File: src/rtl/multicycle_ctrl.sv
// multicycle_ctrl: multicycle sequencer for the ARM-subset CPU datapath.
// Walks each instruction through FETCH/DECODE/EXEC/ALUWB/MEMADR/MEMRD/
// MEMWB/MEMWR/BRANCH. It owns the NZCV flags register, gates side effects
// on the external condition-pass input, stalls on mem_ready, and drives the
// datapath mux selects and write enables.
//
// Ports
//   clk, rst_n        clock, synchronous active-low reset
//   cond              instr[31:28], consumed by the external evaluator only
//   op, funct, rd     instruction fields (stable while the IR holds them)
//   alu_flags         {N,Z,C,V} from the ALU in the current cycle
//   cond_ex           condition pass from the external evaluator
//   mem_ready         memory completes its access this cycle
//   flags             registered {N,Z,C,V}
//   pc_write, ir_write, reg_write, mem_write, mem_req   enables / request
//   adr_src, alu_src_a, alu_src_b, alu_control, result_src, imm_src, reg_src
//                     datapath selects
//   instr_done        one-cycle pulse on the final cycle of each instruction
//
// State table
//   state  | meaning
//   FETCH  | read instruction at PC, PC <= PC+4 when memory answers
//   DECODE | PC+8 precompute, condition/opcode dispatch
//   EXEC   | data-processing ALU operation, flag update
//   ALUWB  | write ALU result to rd (or PC when rd==15)
//   MEMADR | compute load/store address (base +/- imm)
//   MEMRD  | load access, wait for mem_ready
//   MEMWB  | write loaded data to rd (or PC)
//   MEMWR  | store access, wait for mem_ready
//   BRANCH | PC <= PC+8+offset

module multicycle_ctrl (
  input  logic       clk,
  input  logic       rst_n,
  input  logic [3:0] cond,
  input  logic [1:0] op,
  input  logic [5:0] funct,
  input  logic [3:0] rd,
  input  logic [3:0] alu_flags,
  input  logic       cond_ex,
  input  logic       mem_ready,
  output logic [3:0] flags,
  output logic       pc_write,
  output logic       ir_write,
  output logic       reg_write,
  output logic       mem_write,
  output logic       mem_req,
  output logic       adr_src,
  output logic       alu_src_a,
  output logic [1:0] alu_src_b,
  output logic [1:0] alu_control,
  output logic [1:0] result_src,
  output logic [1:0] imm_src,
  output logic [1:0] reg_src,
  output logic       instr_done
);

  typedef enum logic [3:0] {
    S_FETCH  = 4'd0,
    S_DECODE = 4'd1,
    S_EXEC   = 4'd2,
    S_ALUWB  = 4'd3,
    S_MEMADR = 4'd4,
    S_MEMRD  = 4'd5,
    S_MEMWB  = 4'd6,
    S_MEMWR  = 4'd7,
    S_BRANCH = 4'd8
  } state_t;

  localparam logic [1:0] ALU_ADD = 2'b00;
  localparam logic [1:0] ALU_SUB = 2'b01;
  localparam logic [1:0] ALU_AND = 2'b10;
  localparam logic [1:0] ALU_ORR = 2'b11;

  localparam logic [3:0] CMD_AND = 4'b0000;
  localparam logic [3:0] CMD_SUB = 4'b0010;
  localparam logic [3:0] CMD_ADD = 4'b0100;
  localparam logic [3:0] CMD_CMP = 4'b1010;
  localparam logic [3:0] CMD_ORR = 4'b1100;

  state_t     state_q, state_d;
  logic [3:0] flags_q, flags_d;

  logic [3:0] cmd;
  logic       s_bit;
  logic       is_cmp;
  logic       is_logic;
  logic [1:0] exec_alu;
  logic       unused_cond;

  // cond is evaluated outside this block; kept on the port for completeness.
  assign unused_cond = ^cond;

  assign cmd      = funct[4:1];
  assign s_bit    = funct[0];
  assign is_cmp   = (cmd == CMD_CMP);
  assign is_logic = (cmd == CMD_AND) || (cmd == CMD_ORR);
  assign flags    = flags_q;

  always_comb begin
    case (cmd)
      CMD_SUB, CMD_CMP: exec_alu = ALU_SUB;
      CMD_AND:          exec_alu = ALU_AND;
      CMD_ORR:          exec_alu = ALU_ORR;
      default:          exec_alu = ALU_ADD;  // ADD and all unlisted cmds
    endcase
  end

  // State and flags registers
  always_ff @(posedge clk) begin
    if (!rst_n) begin
      state_q <= S_FETCH;
      flags_q <= 4'b0000;
    end else begin
      state_q <= state_d;
      flags_q <= flags_d;
    end
  end

  // Next-state and next-flags logic
  always_comb begin
    state_d = state_q;
    flags_d = flags_q;
    case (state_q)
      S_FETCH:  if (mem_ready) state_d = S_DECODE;
      S_DECODE: begin
        if (!cond_ex || op == 2'b11) state_d = S_FETCH;
        else if (op == 2'b00)        state_d = S_EXEC;
        else if (op == 2'b01)        state_d = S_MEMADR;
        else                         state_d = S_BRANCH;
      end
      S_EXEC: begin
        state_d = S_ALUWB;
        if (s_bit || is_cmp) begin
          // Logical ops leave carry and overflow untouched.
          if (is_logic) flags_d = {alu_flags[3:2], flags_q[1:0]};
          else          flags_d = alu_flags;
        end
      end
      S_ALUWB:  state_d = S_FETCH;
      S_MEMADR: state_d = funct[0] ? S_MEMRD : S_MEMWR;
      S_MEMRD:  if (mem_ready) state_d = S_MEMWB;
      S_MEMWB:  state_d = S_FETCH;
      S_MEMWR:  if (mem_ready) state_d = S_FETCH;
      S_BRANCH: state_d = S_FETCH;
      default:  state_d = S_FETCH;
    endcase
  end

  // Output logic
  always_comb begin
    pc_write    = 1'b0;
    ir_write    = 1'b0;
    reg_write   = 1'b0;
    mem_write   = 1'b0;
    mem_req     = 1'b0;
    instr_done  = 1'b0;
    adr_src     = 1'b0;
    alu_src_a   = 1'b0;
    alu_src_b   = 2'b00;
    alu_control = ALU_ADD;
    result_src  = 2'b00;
    imm_src     = (state_q == S_FETCH) ? 2'b00 : op;
    reg_src     = {(op == 2'b01) && !funct[0], (op == 2'b10)};
    case (state_q)
      S_FETCH: begin
        mem_req    = 1'b1;
        alu_src_a  = 1'b1;
        alu_src_b  = 2'b10;
        result_src = 2'b10;
        ir_write   = mem_ready;
        pc_write   = mem_ready;
      end
      S_DECODE: begin
        alu_src_a = 1'b1;
        alu_src_b = 2'b10;
        if (!cond_ex || op == 2'b11) instr_done = 1'b1;
      end
      S_EXEC: begin
        alu_src_b   = funct[5] ? 2'b01 : 2'b00;
        alu_control = exec_alu;
      end
      S_ALUWB: begin
        instr_done = 1'b1;
        if (!is_cmp) begin
          if (rd == 4'd15) pc_write  = 1'b1;
          else             reg_write = 1'b1;
        end
      end
      S_MEMADR: begin
        alu_src_b   = 2'b01;
        alu_control = funct[3] ? ALU_ADD : ALU_SUB;
      end
      S_MEMRD: begin
        mem_req = 1'b1;
        adr_src = 1'b1;
      end
      S_MEMWB: begin
        result_src = 2'b01;
        instr_done = 1'b1;
        if (rd == 4'd15) pc_write  = 1'b1;
        else             reg_write = 1'b1;
      end
      S_MEMWR: begin
        mem_req    = 1'b1;
        adr_src    = 1'b1;
        mem_write  = mem_ready;
        instr_done = mem_ready;
      end
      S_BRANCH: begin
        alu_src_a  = 1'b1;
        alu_src_b  = 2'b01;
        result_src = 2'b10;
        pc_write   = 1'b1;
        instr_done = 1'b1;
      end
      default: ;
    endcase
    // No side effect may escape while reset is held.
    if (!rst_n) begin
      pc_write   = 1'b0;
      ir_write   = 1'b0;
      reg_write  = 1'b0;
      mem_write  = 1'b0;
      mem_req    = 1'b0;
      instr_done = 1'b0;
    end
  end

endmodule

File: config.mk
export PLATFORM = sky130hd
export DESIGN_NAME = multicycle_ctrl
export DESIGN_NICKNAME = d
export VERILOG_FILES = /design/src/rtl/multicycle_ctrl.sv
export SDC_FILE = /design/constraint.sdc
export NUM_CORES = 1
export LEC_CHECK = 0
export CORE_ASPECT_RATIO = 1.2
export CORE_MARGIN = 1
export CORE_UTILIZATION = 37
export DETAILED_ROUTE_END_ITERATION = 8
export GPL_TIMING_DRIVEN = 0
export HOLD_SLACK_MARGIN = 0.12
export PLACE_DENSITY = 0.79
export RECOVER_POWER = 50
export SLEW_MARGIN = 20
export SYNTH_ARGS = -nofsm -noshare
export SYNTH_HDL_FRONTEND = slang
export SYNTH_SLANG_ARGS = --single-unit
export TNS_END_PERCENT = 10
File: constraint.sdc
create_clock -name clk -period 1.85 [get_ports clk]
set_clock_uncertainty 0.2 [all_clocks]
set_input_delay 0.37 -clock clk [delete_from_list [all_inputs] [get_ports clk]]
set_output_delay 0.37 -clock clk [all_outputs]
set_load 0.1 [all_outputs]
**Nets reached from selected ports**

Drawn at 6 px/um.
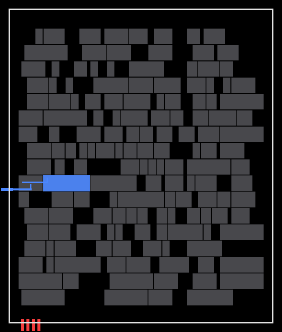
color	port	bits	direction	edge	end cells	buffers
blue	mem_write	1	output	left	1	1
red	cond	4	input	bottom	0	0
Ports: 46
IO Port Bufs: 40

**Met3 routing**

Drawn at 10 px/um. Cells faint in the background.
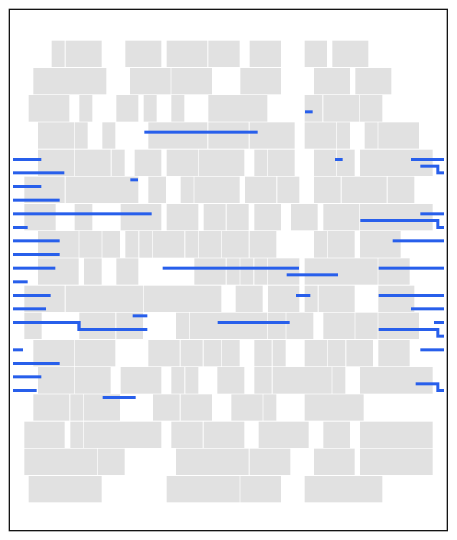
wire length on this layer	165 um
main direction	horizontal
DRT Wirelength: 2.38 mm
M3 GR Usage: 2.78%
total number of vias: 936

==> ci_impl_report.md <==
## PnR job results

| Metric | Value |
|---|---|
| Post-Syn Instances | 100 |
| AND-OR/OR-AND Cells, Area Fraction | 22.1% |
| M1 GR Usage | 25.6% |
| Commonest Layout Cell | buf_6 |
| Total power draw | 597 uW |
| CP cell instances | buf_6, xor2_1, nand2_2, a211o_1, a211oi_4, buf_12 |
| Clk buf depth | 2 |
| Crit Path Category | register to output pin |
| Area Overhead vs Synth | 88.1% |
| Dominant cell type by area after synthesis | dfxtp_1 |
| Leakage | 0.000641 uW |
| Hold wc startpoint | rst_n |
| Setup violators final | 15 |
| Final hold viol count | 0 |
| Final setup margin | -526 ps |
| Worst-path clk slew | 60 ps |
| Cell family with most CP delay | AND-OR/OR-AND gates |
| Relative slew slack | 63.5% |
| Buf/Inv on CP | 2 |
| # rows | 17 |
| R2r endpoint | flags[1] |
| Total number of yosys warnings | 0 |
| Final net count | 179 |
| Violated checks | DRC, setup timing |
| Hold Crit Depth | 3 |
| Place WS | -1550 ps |
| Avg Cell Area, Syn | 7.71 um^2 |
| Top cells by area | dfxtp_1 21%, nand2_1 6.3%, buf_6 5.8% |
| Ant. Diodes | 0 |
| DRC | 4 |
| Run status | finished with violations |
| Worst-path cell with the longest stage delay | dfxtp_1 |
| Reg2reg path depth | 6 |
| Chip height | 52.0 um |
| Largest net degree at the start of global routing | 11 |
| Post-Place Cells | 159 |
| R2r startpoint | state_q[3] |
| CP Data Required Time | 1280 ps |
| Layout Cells excl Fill | 172 |
| Initial antenna violation count | 0 |
**Routed clock nets over the placement**

Drawn at 8 px/um.
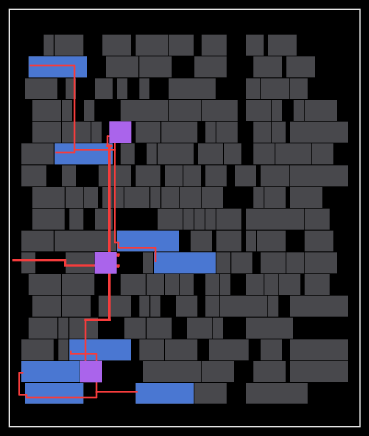
[blue] flip-flops | count: 8
[red] clock wires | length: 125 um
[purple] clock-net drivers | count: 3
routed clock nets	4
clock group total power: 136 uW
Clk pwr share: 22.9%

**Placement density heat map**

Drawn at 8 px/um. 9 x 10 tiles, from dark blue (low) to red (high), 0 to 100% covered.
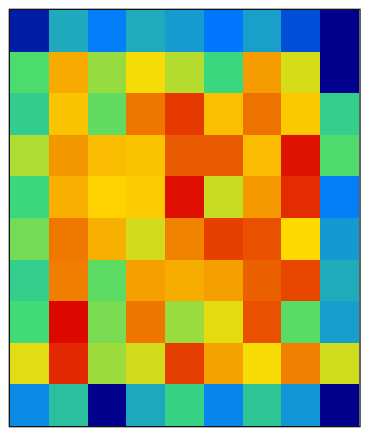
mean over tiles	63%
densest ninth of the die	center
fullest tile	99%
nearly empty tiles	4.4%
tiles over 75% full	44%
Pre-Place Util: 40.7%
Finished Core Util: 76.6%
Core ar.: 0.00189 mm^2

==> cell usage after synthesis, drive strengths merged <==
| cell type | count |
|---|---|
| nand2 | 15 |
| nor2 | 11 |
| dfxtp | 8 |
| buf | 6 |
| a21oi | 5 |
| inv | 5 |
| mux2i | 4 |
| nor3 | 4 |
| a2bb2oi | 3 |
| nor2b | 3 |
| o21ai | 3 |
| a211oi | 2 |
| a31oi | 2 |
| and2b | 2 |
| and3 | 2 |
| nand3 | 2 |
| nand4 | 2 |
| nor3b | 2 |
| o211ai | 2 |
| o32ai | 2 |
| xor2 | 2 |
| a2111oi | 1 |
| a211o | 1 |
| a32oi | 1 |
| and2 | 1 |
| clkinv | 1 |
| mux2 | 1 |
| nand2b | 1 |
| nor4 | 1 |
| nor4bb | 1 |
| o21a | 1 |
| or2 | 1 |
| or2b | 1 |
| xnor2 | 1 |
==> layer usage <==
layer	wire length, um	vias to the layer above
met3	164	7
met5	0	-
met2	1200	42
li1	-	464
met4	51	0
met1	972	423
==> where the power goes <==
group          total, uW  switching, uW  internal (uW)  leakage [uW]
sequential           177           1.93            175     0.0000662
clock                136           61.9           74.4     0.0000138
combinational        283            182            101      0.000561
total                597            246            350      0.000641
==> cell type report <==
type / count / area [um^2]
Multi-Input combinational cell: 80 / 616
Fill cell: 149 / 443
Tap cell: 19 / 23.8
Sequential cell: 8 / 164
Timing Repair Buffer: 50 / 543
Inverter: 6 / 23.8
Buffer: 6 / 57.6
Clock buffer: 3 / 22.5
==> sequential cells by signal, summed over array words and instances (netlist names) <==
| register | flops |
|---|---|
| flags | 4 |
| state_q | 4 |
==> repair_timing <==
item	CTS	global route
resized	155	11
pin swaps	4	4
gates cloned	1	0
setup endpoints to repair	24	18
buffers inserted	6	3
endpoints found under the hold margin	0	0
Power figures rest on the tool's default switching activity, not on a simulated workload.
